--- src/rtl/ups_dac_spi.sv ---
// SPI serializer for a dual-channel 12-bit DAC with per-channel buffering.
// Define UPS_DAC_LDAC_EN to build the synchronous LDAC update pulse.
module ups_dac_spi #(
    parameter int unsigned CLK_DIV  = 4,
    parameter int unsigned CS_HOLD  = 2,
    parameter bit          GAIN_1X  = 1'b1,
    parameter bit          VREF_BUF = 1'b0
) (
    input  logic        clk,
    input  logic        rst,
    input  logic [11:0] dac0,
    input  logic        dac0_dv,
    input  logic [11:0] dac1,
    input  logic        dac1_dv,
    output logic        spi_sclk,
    output logic        spi_mosi,
    output logic        spi_cs_n,
    output logic        dac_ldac_n,
    output logic        busy,
    output logic        overrun
);

    typedef enum logic [2:0] {
        IDLE,
        LOAD,
        SHIFT,
`ifdef UPS_DAC_LDAC_EN
        LDAC,
`endif
        CSH
    } state_t;

    localparam logic [7:0] DIV_LAST  = 8'(CLK_DIV - 1);
    localparam logic [7:0] HOLD_LAST = 8'(CS_HOLD - 1);

    state_t      state, state_nx;
    logic [11:0] hold0, hold1;
    logic        pend0, pend1;
    logic [15:0] sreg, frame;
    logic [7:0]  div_cnt, hold_cnt;
    logic [3:0]  bit_cnt;
    logic        sel, load, load0, load1;
    logic        in_shift, in_hold, phase_end, hold_end;

    assign sel       = ~pend0;
    assign frame     = {sel, VREF_BUF, GAIN_1X, 1'b1, sel ? hold1 : hold0};
    assign phase_end = (div_cnt == DIV_LAST);
    assign hold_end  = (hold_cnt == HOLD_LAST);
    assign in_shift  = (state == LOAD) || (state == SHIFT);
    assign load0     = load & ~sel;
    assign load1     = load & sel;
    assign busy      = (state != IDLE);

    always_ff @(posedge clk or posedge rst) begin
        if (rst) state <= IDLE;
        else     state <= state_nx;
    end

    // The frame is copied on the edge that enters LOAD so that cs_n and
    // bit 15 are already on the pins for the whole LOAD cycle.
    always_comb begin
        state_nx = state;
        load     = 1'b0;
        in_hold  = 1'b0;
        unique case (state)
            IDLE: begin
                if (pend0 | pend1) begin
                    state_nx = LOAD;
                    load     = 1'b1;
                end
            end
            LOAD:  state_nx = SHIFT;
            SHIFT: begin
                if (phase_end && spi_sclk && bit_cnt == 4'd15)
                    state_nx = CSH;
            end
            CSH: begin
                in_hold = 1'b1;
                if (hold_end) begin
                    if (pend0 | pend1) begin
                        state_nx = LOAD;
                        load     = 1'b1;
                    end else begin
`ifdef UPS_DAC_LDAC_EN
                        state_nx = LDAC;
`else
                        state_nx = IDLE;
`endif
                    end
                end
            end
`ifdef UPS_DAC_LDAC_EN
            LDAC: begin
                in_hold = 1'b1;
                if (hold_end) state_nx = IDLE;
            end
`endif
            default: state_nx = IDLE;
        endcase
    end

    always_ff @(posedge clk or posedge rst) begin
        if (rst) begin
            hold0    <= '0;
            hold1    <= '0;
            pend0    <= 1'b0;
            pend1    <= 1'b0;
            overrun  <= 1'b0;
            spi_cs_n <= 1'b1;
            hold_cnt <= '0;
        end else begin
            if (dac0_dv) begin
                hold0 <= dac0;
                pend0 <= 1'b1;
            end else if (load0) begin
                pend0 <= 1'b0;
            end
            if (dac1_dv) begin
                hold1 <= dac1;
                pend1 <= 1'b1;
            end else if (load1) begin
                pend1 <= 1'b0;
            end
            overrun  <= (dac0_dv & pend0 & ~load0) | (dac1_dv & pend1 & ~load1);
            spi_cs_n <= !(state_nx == LOAD || state_nx == SHIFT);
            if (in_hold && !hold_end) hold_cnt <= hold_cnt + 8'd1;
            else                      hold_cnt <= '0;
        end
    end

    always_ff @(posedge clk or posedge rst) begin
        if (rst) begin
            sreg     <= '0;
            spi_mosi <= 1'b0;
            spi_sclk <= 1'b0;
            div_cnt  <= '0;
            bit_cnt  <= '0;
        end else if (load) begin
            sreg     <= frame;
            spi_mosi <= frame[15];
            spi_sclk <= 1'b0;
            div_cnt  <= '0;
            bit_cnt  <= '0;
        end else if (in_shift) begin
            if (!phase_end) begin
                div_cnt <= div_cnt + 8'd1;
            end else begin
                div_cnt <= '0;
                if (!spi_sclk) begin
                    spi_sclk <= 1'b1;
                end else begin
                    spi_sclk <= 1'b0;
                    if (bit_cnt == 4'd15) begin
                        spi_mosi <= 1'b0;
                    end else begin
                        bit_cnt  <= bit_cnt + 4'd1;
                        sreg     <= {sreg[14:0], 1'b0};
                        spi_mosi <= sreg[14];
                    end
                end
            end
        end
    end

`ifdef UPS_DAC_LDAC_EN
    always_ff @(posedge clk or posedge rst) begin
        if (rst) dac_ldac_n <= 1'b1;
        else     dac_ldac_n <= (state_nx != LDAC);
    end
`else
    assign dac_ldac_n = 1'b0;
`endif

endmodule

--- config.mk ---
export PLATFORM = sky130hd
export DESIGN_NAME = ups_dac_spi
export DESIGN_NICKNAME = d
export VERILOG_FILES = /design/src/rtl/ups_dac_spi.sv
export SDC_FILE = /design/constraint.sdc
export NUM_CORES = 1
export LEC_CHECK = 0
export CORE_MARGIN = 5
export CORE_UTILIZATION = 59
export CTS_BUF_LIST = sky130_fd_sc_hd__clkbuf_8
export DETAILED_ROUTE_END_ITERATION = 7
export GPL_TIMING_DRIVEN = 0
export PLACE_DENSITY_LB_ADDON = 0.25
export SKIP_CTS_REPAIR_TIMING = 1
export SYNTH_ARGS = -nofsm -noshare
export SYNTH_HDL_FRONTEND = slang
export SYNTH_SLANG_ARGS = --single-unit
--- constraint.sdc ---
create_clock -name clk -period 3.25 [get_ports clk]
set_input_delay 0.65 -clock clk [delete_from_list [all_inputs] [get_ports clk]]
set_output_delay 0.65 -clock clk [all_outputs]
set_load 0.02 [all_outputs]
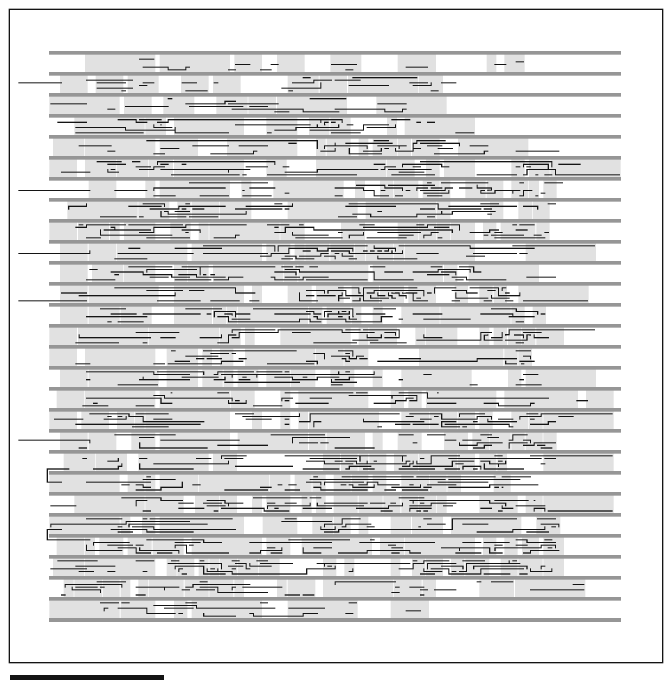
run_1/layer_met1.png
Scale bar: 20 µm. Supply wires on this layer in gray. Cells faint in the background.
longest straight run: 22.5 µm
nets with wire on the layer: 337
main direction: horizontal
wire length on this layer: 3,190 µm
share of all routed wire: 45%

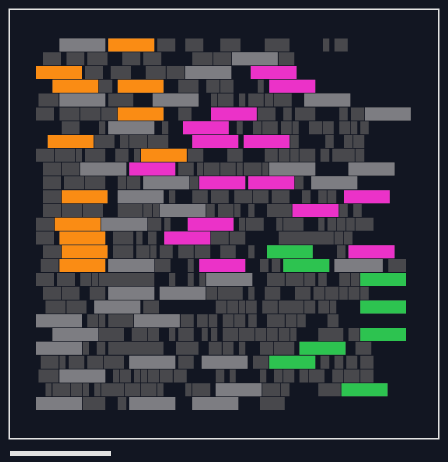
run_1/flops_by_reg.png
Scale bar: 20 µm.
[hold1] orange | flops: 12
[sreg] magenta | flops: 15
[div_cnt] green | flops: 8 | where: lower right
not colored: 33

==> results.json, run 1 <==
{
  "outcome": "completed",
  "async_flop_share": 1.00,
  "yosys_area_um2": 3270,
  "layout-drive-gt1-share": 0.148,
  "slew_viol_final": 0,
  "clock_sinks": 68,
  "top_cell": "dfrtp_1",
  "worst-path-max-fanout": 10,
  "dp.final_hpwl_um": 4770,
  "comb_share": 0.369,
  "clockBufferCount": 9,
  "numSynthFlops": 68,
  "layout.nonclk_buf_frac": 0.106,
  "ant_nets": 0,
  "finalHoldViolations": 0,
  "timing.fmax_ghz": 0.374,
  "p_per_area_nw_per_um2": 665,
  "seq_area_um2": 1700,
  "antenna_cells": 0,
  "logic_area_um2": 1450,
  "required_ns": 3.45,
  "path_cells": "inv_1, ha_1, or3b_2, o31a_1, clkbuf_1, buf_2, nor2_1, nor2_1",
  "tightest_slew_ns": 0.964,
  "synthDistinctLibCells": 51,
  "crit_path_end_kind": "register",
  "largest_cell_class": "registers",
  "slew_headroom": 0.352,
  "antenna_found_initial": 0,
  "reg_top3": "sreg x15, hold0 x12, hold1 x12",
  "syn_avg_cell_area_um2": 11.1,
  "comb_cells": 202,
  "cp-start-kind": "register"
}
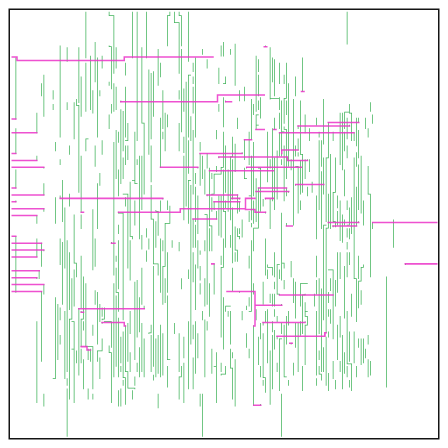
run_1/wires.png
Two of the layers only.
[metal 2] green | wire length: 3,330 µm
[metal 3] magenta | wire length: 435 µm
Total Wirelength: 7160 µm
final routed wire length divided by cell count: 17.2 µm
Vias: 2,536

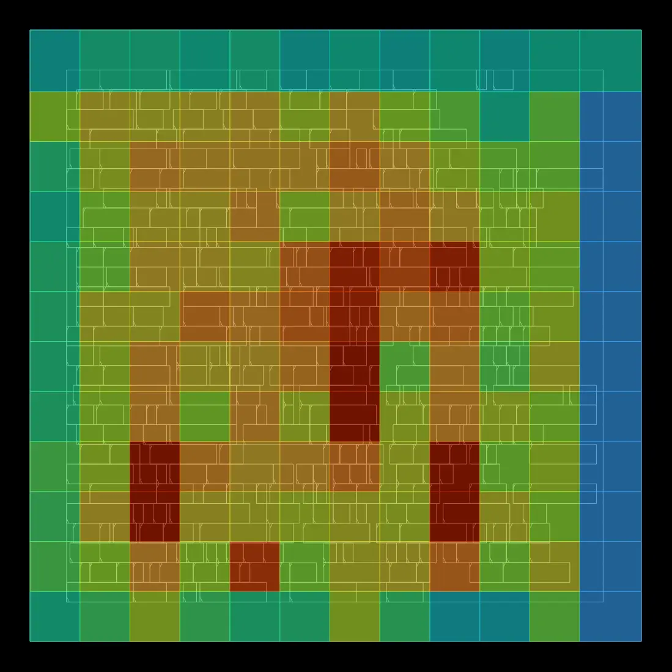
run_1/congestion.png
gr busiest metal: met2
M3 GR Usage: 0.0628
All-Layer GR Usage: 0.224

run 1: metal layers:
layer	track usage	wire length, µm	vias to the layer above
met1	0.300	3190	1231
met3	0.0628	434	23
li1	-	-	1189
met5	0	0	-
met4	0.106	201	0
met2	0.336	3330	93
run 1: power breakdown:
| part | switching (µW) | leakage, µW | internal, µW |
|---|---|---|---|
| combinational | 359 | 0.000693 | 319 |
| sequential | 93.2 | 0.000837 | 1000 |
| clock | 328 | 0.000115 | 506 |
| total | 780 | 0.00165 | 1830 |
run 1: worst paths after layout:
kind                                    end  slack (ns)  cells past startpoint
worst max-delay path               spi_sclk        0.57                      8
worst min-delay path               hold0[8]        0.51                      1
worst max register to register     spi_sclk        0.57                      8
worst min register to register     hold0[8]        0.51                      1
max in group asynchronous             pend1        1.91                      2
min in group asynchronous       hold_cnt[0]        0.82                      2
run_1/io_fan.png
Scale bar: 20 µm.
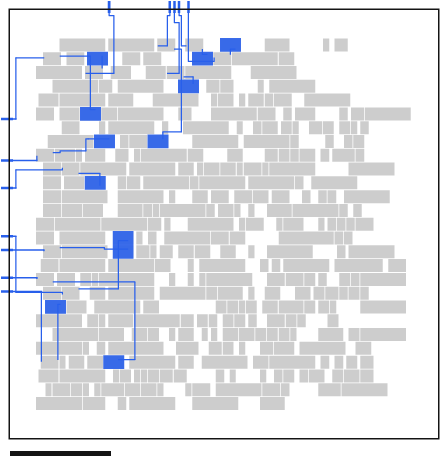

## Run 2: what changed since run 1
- clock period: 3.25 -> 2.55 ns (I/O delays scaled with it)
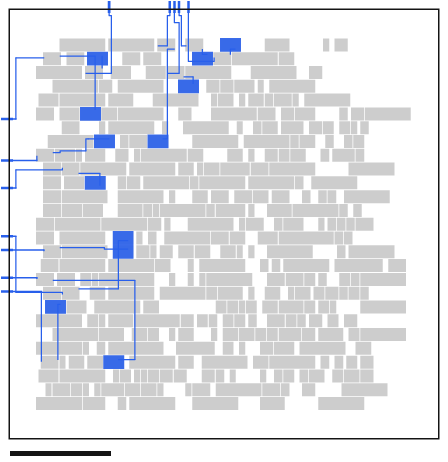
run_2/io_fan.png
Scale bar: 20 µm.
[dac0] blue | bits: 12 | direction: input | edge: 7 left, 5 top | end cells: 12 | buffers: 12 | wire: 302 µm

==> run 2 against run 1 <==
Against the previous run:
- final cell count up 1.2%
- wire length is 3.0% higher
- register-to-register slack worse by 0.51 ns
- sequential power rose by 28%
- flip-flop count unchanged
- utilization is 2.0 points higher
- power grew 31%
- synthesized cell count is the same
- die area unchanged
- critical path type unchanged
- hold slack better by 0.0018 ns
==> results.json, run 2 <==
{
  "crit_end": "sreg[11]",
  "wl_met2_um": 3500,
  "wl_um": 7370,
  "grtUsageMet3": 0.0628,
  "async_flop_share": 1.00,
  "numSynthFlops": 68,
  "routed-wl-met3_um": 337,
  "outcome": "completed",
  "power.switching_uw": 1040,
  "vias": 2546,
  "top_cell": "dfrtp_1",
  "wl_met1_um": 3320,
  "comb_power_share": 0.277,
  "comb_cells": 202,
  "layout.nonclk_buf_frac": 0.115,
  "ant_nets": 0,
  "comb_share": 0.374,
  "comb-power_uw": 947,
  "powerClk_uw": 1070,
  "antenna_cells": 0,
  "clock_sinks": 68,
  "use_met1": 0.300,
  "crit_path_end_kind": "register",
  "switching_share": 0.304,
  "top_usage_layer": "met2",
  "timing.fmax_ghz": 0.402,
  "slew_viol_final": 0,
  "seq-power_uw": 1400,
  "worst-path-max-fanout": 10,
  "internal-power_uw": 2380,
  "p_per_area_nw_per_um2": 847,
  "synthDistinctLibCells": 51,
  "seq_area_um2": 1700,
  "finalHoldViolations": 0,
  "yosys_area_um2": 3270,
  "largestPowerGroup": "registers",
  "slew_headroom": 0.452,
  "path_cells": "ha_4, or4b_4, or4_4, buf_6, buf_6, o32a_1, o22a_1",
  "clockBufferCount": 9,
  "rr_worst_depth": 7,
  "largest_cell_class": "registers",
  "logic_area_um2": 1510,
  "grt_usage": 0.224,
  "dp.final_hpwl_um": 4770
}
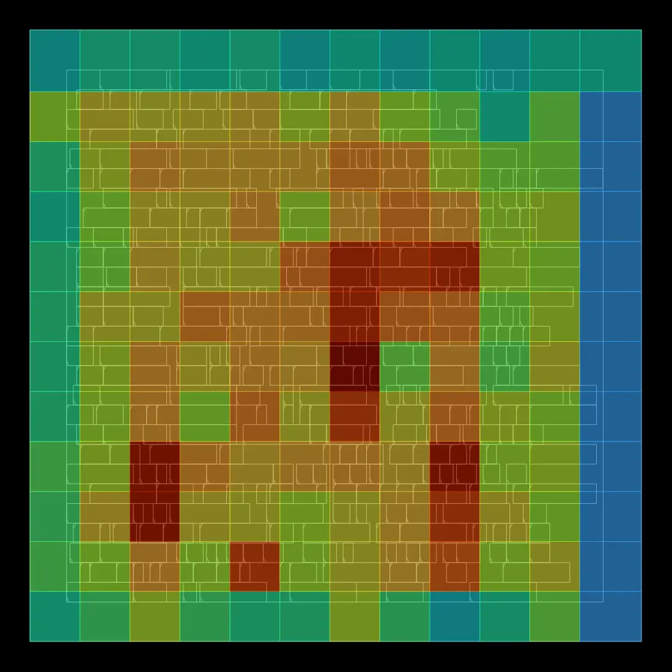
run_2/congestion.png
Final Util: 0.741
final routed wire length divided by cell count: 17.5 µm

[run 2: cell count changes in the layout (fill, tap and decap cells not counted), sizes merged]
cell | previous run | this run
buf | 5 | 10
clkdlybuf4s15 | 0 | 1
clkbuf | 24 | 23
[run 2: how the worst min path moves through the flow]
stage / start / endpoint / cells after the start / slack (ns)
global route: hold0[5] / hold0[5] / 1 / 0.53
CTS: sreg[12] / sreg[12] / 2 / 0.51
global placement: sreg[12] / sreg[12] / 2 / 0.49
detailed placement: sreg[12] / sreg[12] / 2 / 0.49
finish: sreg[12] / sreg[12] / 2 / 0.51
floorplan: hold_cnt[0] / hold_cnt[0] / 1 / 0.47
Power is estimated from default activity; no workload was simulated.
